File: config.mk
export PLATFORM = sky130hd
export DESIGN_NAME = xoodyak_seq_ctrl
export DESIGN_NICKNAME = d
export VERILOG_FILES = /design/src/rtl/xoodyak_seq_ctrl.sv
export SDC_FILE = /design/constraint.sdc
export NUM_CORES = 2
export LEC_CHECK = 0
export ABC_AREA = 1
export CAP_MARGIN = 15
export CELL_PAD_IN_SITES_DETAIL_PLACEMENT = 1
export CELL_PAD_IN_SITES_GLOBAL_PLACEMENT = 2
export CORE_UTILIZATION = 37
export CTS_CLUSTER_SIZE = 16
export DETAILED_ROUTE_END_ITERATION = 8
export GPL_ROUTABILITY_DRIVEN = 0
export PLACE_DENSITY = 0.89
export SLEW_MARGIN = 15
export SYNTH_ARGS = -nofsm -noshare
export SYNTH_HDL_FRONTEND = slang
export SYNTH_SLANG_ARGS = --single-unit
File: constraint.sdc
create_clock -name eph1 -period 23.2 [get_ports eph1]
set_clock_uncertainty 0.1 [all_clocks]
set_input_delay 2.32 -clock eph1 [delete_from_list [all_inputs] [get_ports eph1]]
set_output_delay 2.32 -clock eph1 [all_outputs]
set_load 0.005 [all_outputs]
File: src/rtl/xoodyak_seq_ctrl.sv
// Command sequencer for xoodyak_build: FIFO-buffered host commands replayed with a fixed hold window.
// Optional call-order checking (cyclist mode tracking) is enabled by defining XOODYAK_SEQ_CHECK_EN.
module xoodyak_seq_ctrl #(
  parameter int CMD_DEPTH   = 4,
  parameter int HOLD_CYCLES = 4
) (
  input  logic         eph1,
  input  logic         reset,
  input  logic         cmd_valid,
  output logic         cmd_ready,
  input  logic [4:0]   cmd_op,
  input  logic [351:0] cmd_data,
  output logic [4:0]   core_opmode,
  output logic [351:0] core_input_data,
  input  logic [191:0] core_textout,
  input  logic         core_textout_valid,
  output logic         rsp_valid,
  input  logic         rsp_ready,
  output logic [191:0] rsp_text,
  output logic [1:0]   rsp_status,
  output logic         busy
);

  localparam int PTR_W = $clog2(CMD_DEPTH);
  localparam int CNT_W = $clog2(HOLD_CYCLES);

  typedef enum logic [1:0] {S_IDLE, S_ISSUE, S_RESP} state_e;

  logic [4:0]       fifo_op_q   [CMD_DEPTH];
  logic [351:0]     fifo_data_q [CMD_DEPTH];
  logic [PTR_W-1:0] wr_ptr_q, rd_ptr_q;
  logic [PTR_W:0]   count_q;

  state_e           state_q, state_d;
  logic [CNT_W-1:0] hold_q, hold_d;
  logic [4:0]       op_q, op_d;
  logic [351:0]     data_q, data_d;
  logic [191:0]     text_q, text_d;
  logic [1:0]       status_q, status_d;
  logic             got_q, got_d;
  logic             push, pop;
  logic [4:0]       head_op;
  logic [351:0]     head_data;

  function automatic logic is_out_fn(input logic [3:0] fn);
    is_out_fn = (fn == 4'd4) || (fn == 4'd5) || (fn == 4'd6) || (fn == 4'd8);
  endfunction

`ifdef XOODYAK_SEQ_CHECK_EN
  typedef enum logic [1:0] {M_UNINIT, M_HASH, M_KEYED} mode_e;
  mode_e mode_q, mode_d;

  function automatic logic op_legal(input logic [4:0] op, input mode_e mode);
    case (op)
      5'h10, 5'h01:                      op_legal = 1'b1;
      5'h03, 5'h06:                      op_legal = (mode != M_UNINIT);
      5'h02, 5'h04, 5'h05, 5'h07, 5'h08: op_legal = (mode == M_KEYED);
      default:                           op_legal = 1'b0;
    endcase
  endfunction

  function automatic mode_e next_mode(input logic [4:0] op, input mode_e mode);
    if (op == 5'h10)      next_mode = M_HASH;
    else if (op == 5'h01) next_mode = M_KEYED;
    else                  next_mode = mode;
  endfunction
`endif

  assign cmd_ready       = (count_q != (PTR_W+1)'(CMD_DEPTH));
  assign push            = cmd_valid & cmd_ready;
  assign head_op         = fifo_op_q[rd_ptr_q];
  assign head_data       = fifo_data_q[rd_ptr_q];
  assign core_opmode     = (state_q == S_ISSUE) ? op_q : 5'h00;
  assign core_input_data = (state_q == S_ISSUE) ? data_q : '0;
  assign rsp_valid       = (state_q == S_RESP);
  assign rsp_text        = text_q;
  assign rsp_status      = status_q;
  assign busy            = (count_q != '0) || (state_q != S_IDLE);

  always_comb begin
    state_d  = state_q;
    hold_d   = hold_q;
    op_d     = op_q;
    data_d   = data_q;
    text_d   = text_q;
    status_d = status_q;
    got_d    = got_q;
    pop      = 1'b0;
`ifdef XOODYAK_SEQ_CHECK_EN
    mode_d   = mode_q;
`endif
    case (state_q)
      S_IDLE: begin
        if (count_q != '0) begin
          pop      = 1'b1;
          text_d   = '0;
          status_d = 2'd0;
          got_d    = 1'b0;
          data_d   = head_data;
`ifdef XOODYAK_SEQ_CHECK_EN
          if (op_legal(head_op, mode_q)) begin
            mode_d  = next_mode(head_op, mode_q);
            op_d    = {mode_d == M_HASH, head_op[3:0]};
            hold_d  = CNT_W'(HOLD_CYCLES - 1);
            state_d = S_ISSUE;
          end else begin
            // Rejected commands never reach the core.
            status_d = 2'd1;
            state_d  = S_RESP;
          end
`else
          op_d    = head_op;
          hold_d  = CNT_W'(HOLD_CYCLES - 1);
          state_d = S_ISSUE;
`endif
        end
      end
      S_ISSUE: begin
        if (is_out_fn(op_q[3:0]) && core_textout_valid && !got_q) begin
          text_d = core_textout;
          got_d  = 1'b1;
        end
        if (hold_q == '0) begin
          state_d = S_RESP;
          if (is_out_fn(op_q[3:0]) && !got_d) status_d = 2'd2;
        end else begin
          hold_d = hold_q - CNT_W'(1);
        end
      end
      S_RESP: begin
        if (rsp_ready) state_d = S_IDLE;
      end
      default: state_d = S_IDLE;
    endcase
  end

  always_ff @(posedge eph1) begin
    if (reset) begin
      state_q  <= S_IDLE;
      hold_q   <= '0;
      got_q    <= 1'b0;
      text_q   <= '0;
      status_q <= 2'd0;
      wr_ptr_q <= '0;
      rd_ptr_q <= '0;
      count_q  <= '0;
`ifdef XOODYAK_SEQ_CHECK_EN
      mode_q   <= M_UNINIT;
`endif
    end else begin
      state_q  <= state_d;
      hold_q   <= hold_d;
      got_q    <= got_d;
      text_q   <= text_d;
      status_q <= status_d;
`ifdef XOODYAK_SEQ_CHECK_EN
      mode_q   <= mode_d;
`endif
      if (push) wr_ptr_q <= wr_ptr_q + PTR_W'(1);
      if (pop)  rd_ptr_q <= rd_ptr_q + PTR_W'(1);
      case ({push, pop})
        2'b10:   count_q <= count_q + (PTR_W+1)'(1);
        2'b01:   count_q <= count_q - (PTR_W+1)'(1);
        default: count_q <= count_q;
      endcase
    end
  end

  // Payload storage carries no reset; the output muxes and control flags keep it invisible.
  always_ff @(posedge eph1) begin
    op_q   <= op_d;
    data_q <= data_d;
    if (push) begin
      fifo_op_q[wr_ptr_q]   <= cmd_op;
      fifo_data_q[wr_ptr_q] <= cmd_data;
    end
  end

endmodule

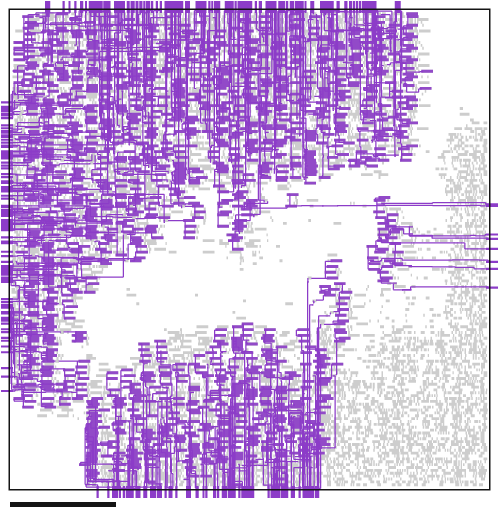
Figure 1: nets reached from selected ports.
The bar under the picture is 100 µm long.
port	colour	bits	direction	end cells	buffers	wire
cmd_data	purple	352	input	1408	352	41.7 mm
input/output buffers: 1106
I/O pin count: 1108

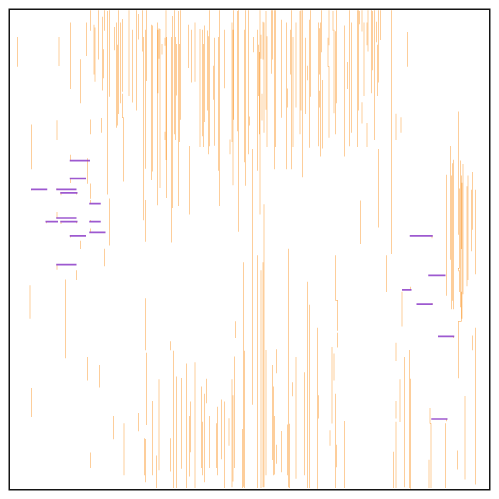
Figure 2: signal wires by layer.
Two of the layers only.
layer	colour	wire length
M4	orange	20.2 mm
M5	purple	267 µm
routed length per instance: 25.63 µm
WL final: 252100 µm

==> impl_metrics.tcl <==
# metrics dict for downstream scripts
set metrics [dict create \
    setup_slack_ps 16720 \
    first_pass_iters 5 \
    ctsHoldBuffers 0 \
    cp_cell_sequence "inv_1 -> nand2_8 -> buf_4 -> buf_4 -> nor2_1 -> clkdlybuf4s50_1" \
    area_growth_pct 26.78 \
    hpwlAfterDp_um 159700 \
    cts.sinks 1990 \
    crit_path_start_kind "flop" \
    ctsResizeCount 0 \
    fp_util_pct 37.28 \
    cts_setup_buffers 0 \
    crit_path_start "state_q[1]$_SDFFE_PP0P_" \
    ys.flops 1990 \
    setup_viol 0 \
    fin_crit_ps 6481 \
    grt_usage_pct 23.55 \
    ys_area_um2 75500 \
    ir_drop_v 0.0001376 \
    antenna_found_initial 101 \
    slew_violations 0 \
    cpMostUsedCell "buf_4" \
    die_x_um 453.7 \
    internal_power_mw 8.179 \
    rows 165 \
    drive_gt1_share_pct 5.324 \
    ys_cells 5925 \
    drc 0 \
    warnings 80 \
    cts_tree "built" \
    p_switching_mw 4.377 \
    grt_pass1_vias 53499 \
    holdCritPathClass "flop to flop" \
    num_vias 50799 \
    holdPathStages 2 \
    die-area_um2 205900 \
    cts_buffer_depth 3 \
    critical_path_buf_inv_count 4 \
    hold_end "rsp_status[1]$_SDFFE_PP0P_" \
    synthArstFlopShare_pct 0 \
    clk_latency_ps 860 \
    drv_cap 0 \
    power_frac_seq_pct 41.7 \
    maxSlewHeadroom_pct 22.44 \
    final_cell_area_um2 95720 \
    crit_arrival_ps 4060 \
    outcome "finished, final reports clean" \
    required_ps 20780 \
    cp-endpoint "core_input_data[48]" \
    path_clk_slew_ps 60 \
    fillCellCount 20788 \
    combPwrFrac_pct 31.9 \
    postSynthAreaPerCell_um2 12.74 \
    path_depth 6 \
    drt_iter0_drc 4063 \
    critPathSlowestCell "buf_4" \
    synthCells 5925 \
    reg2reg_from "count_q[1]$_SDFFE_PP0P_" \
    min-delay-start "rsp_status[1]$_SDFFE_PP0P_" \
    ys_warn_count 0 \
    critPathKind "flop to output pin" \
    synth_nets 6486 \
    ys_types 31 \
    cts_buffers 205 \
    max_freq_mhz 154.3 \
    cts-root-buf "clkbuf_16" \
    path_delay_family "buffers and inverters" \
    rr_endpoint "fifo_data_q[3][184]$_DFFE_PP_" \
    core-area_um2 202500 \
    p_leak_nw 33.87 \
    slowest_delay_ps 760 \
    max_slew.worst_pin.slew_ps 1163 \
    grt_pass1_wl_um 355200 \
    placed_cell_area_um2 88790 \
    grt_start_max_net_pins 167 \
    hold_viol 0 \
    edf_count 1785 \
    ant_nets 0 \
    period_used_pct 27.94 \
    end_kind "output pin" \
    grt.overflow.total 0 \
    power_density_nw_per_um2 131.2 \
    rsz0062_at_grt "false" \
    viasPerCell 5.164 \
    worstRegToRegCells 7 \
    cp_max_fo 83 \
    cts-htree-levels 4 \
    netSwitchingFraction_pct 34.86 \
    r2r_slack_ps 18670 \
    nets 7468 \
    place_ws_ps 16480 \
    die_height_um 453.7 \
    clkPwrFrac_pct 26.4 \
    synthesis.area_um2 75500 \
    ys.flop_type "edfxtp_1" \
    setup_tns_ps 0 \
    synth_seq_share_pct 76.43 \
]
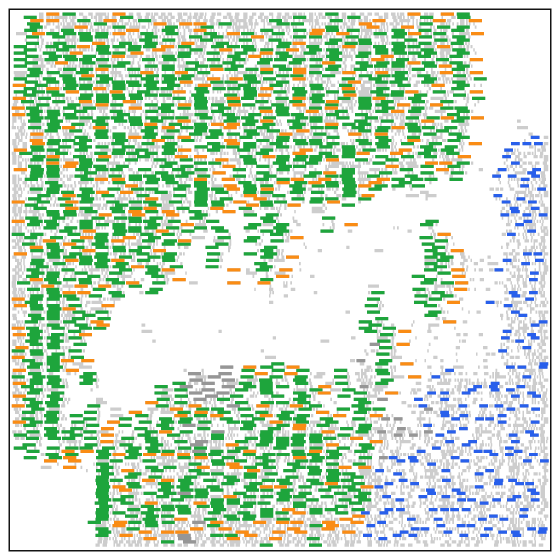
Figure 3: register map, names as in the netlist.
Other sequential cells in the stronger grey, the rest of the logic in the fainter grey.
name in the netlist	colour	sequential cells
fifo_data_q	green	1408
rsp_text	blue	192
data_q	orange	352
not coloured	38
sequential cell area share: 60.29%
post-layout util: 47.26%
Sequential Area: 57710 µm²

==> layout by cell type, fill, tap and decap left out, types with 6 or more instances in the layout <==
cell / count
edfxtp_1: 1785
nor2_1: 1352
clkdlybuf4s50_1: 1106
o21ai_0: 719
nand2_1: 478
inv_1: 373
o22ai_1: 357
clkbuf_16: 205
dfxtp_1: 203
nand3b_1: 110
diode_2: 84
a21boi_0: 73
buf_4: 49
clkinv_2: 42
clkinv_1: 41
clkbuf_1: 38
a21boi_1: 37
bufinv_16: 18
a21oi_1: 13
inv_6: 9
clkinvlp_4: 9
clkinv_16: 8
buf_12: 7
ha_1: 6
clkbuf_8: 6
==> power by group through the flow <==
stage               Combinational [mW]  Clock, mW  Sequential (mW)
floorplan                         2.10          0             5.48
finish                            4.01       3.31             5.24
global placement                  3.85          0             5.25
global route                      4.35       3.48             5.30
detailed placement                4.01          0             5.30
CTS                               4.06       3.37             5.24
==> state kept, by name, indices dropped and copies added (netlist names), 2 cells and up <==
name and flops:
count_q 3, data_q 352, fifo_data_q 1408, fifo_op_q 20, hold_q 2, op_q 5, rd_ptr_q 2, rsp_text 192
state_q 2, wr_ptr_q 2
==> cell families after synthesis <==
logic type	after synthesis	share of synthesized area, %
AND-OR/OR-AND	1202	8.924
adder cells (fa/ha/maj)	7	0.1259
buffers and inverters	767	4.199
flip-flops	1990	76.43
other	1	0.004967
AND/OR/NAND/NOR	1958	10.32
==> cells in the mapped netlist (all sizes together) (13+ instances only) <==
cell	count	area [µm²]
edfxtp	1785	53600
nor2	1357	5096
o21ai	722	3613
nand2	481	1808
inv	377	1415
o22ai	357	2233
clkbuf	254	954.7
dfxtp	205	4104
buf	134	793.3
a21boi	110	825.8
nand3b	110	825.8
a21oi	13	65.06
==> layout make-up <==
cell class | count | area (µm²) | share of cell area (%)
tap | 2672 | 3343 | 3.493
clock buffer | 250 | 5363 | 5.602
timing repair buffer | 1163 | 11590 | 12.11
multi-input combinational | 3168 | 14690 | 15.35
sequential | 1990 | 57710 | 60.29
antenna | 84 | 210.2 | 0.2196
inverter | 379 | 1455 | 1.520
clock inverter | 131 | 1356 | 1.417
==> metrics by stage <==
stage / utilization [%] / cells / power [mW] / hold WS [ps]
global route: 47.25 / 9827 / 13.14 / 379.7
finish: 47.26 / 9837 / 12.56 / 357.5
CTS: 47.16 / 9753 / 12.67 / 362.9
floorplan: - / 5925 / 7.588 / 330.2
detailed placement: 43.84 / 9372 / 9.306 / 351.8
global placement: 43.84 / 9372 / 9.102 / 339.6
==> worst register-to-register path, stage by stage, from the launching register on <==
cell,delay [ps]
dfxtp_1,320
inv_1,90
nand3_1,180
nand2_1,380
nor2_4,600
buf_12,630
buf_4,930
buf_4,870
==> layer usage <==
metal / vias to the layer above / track usage, % / part of all wire [%]
li1: 22822 / - / -
met1: 25584 / 25.21 / 36
met2: 1755 / 40.52 / 51
met3: 600 / 4.775 / 5.5
met4: 38 / 18.63 / 8.0
met5: - / 0 / 0.11
Power figures rest on the tool's default switching activity, not on a simulated workload.
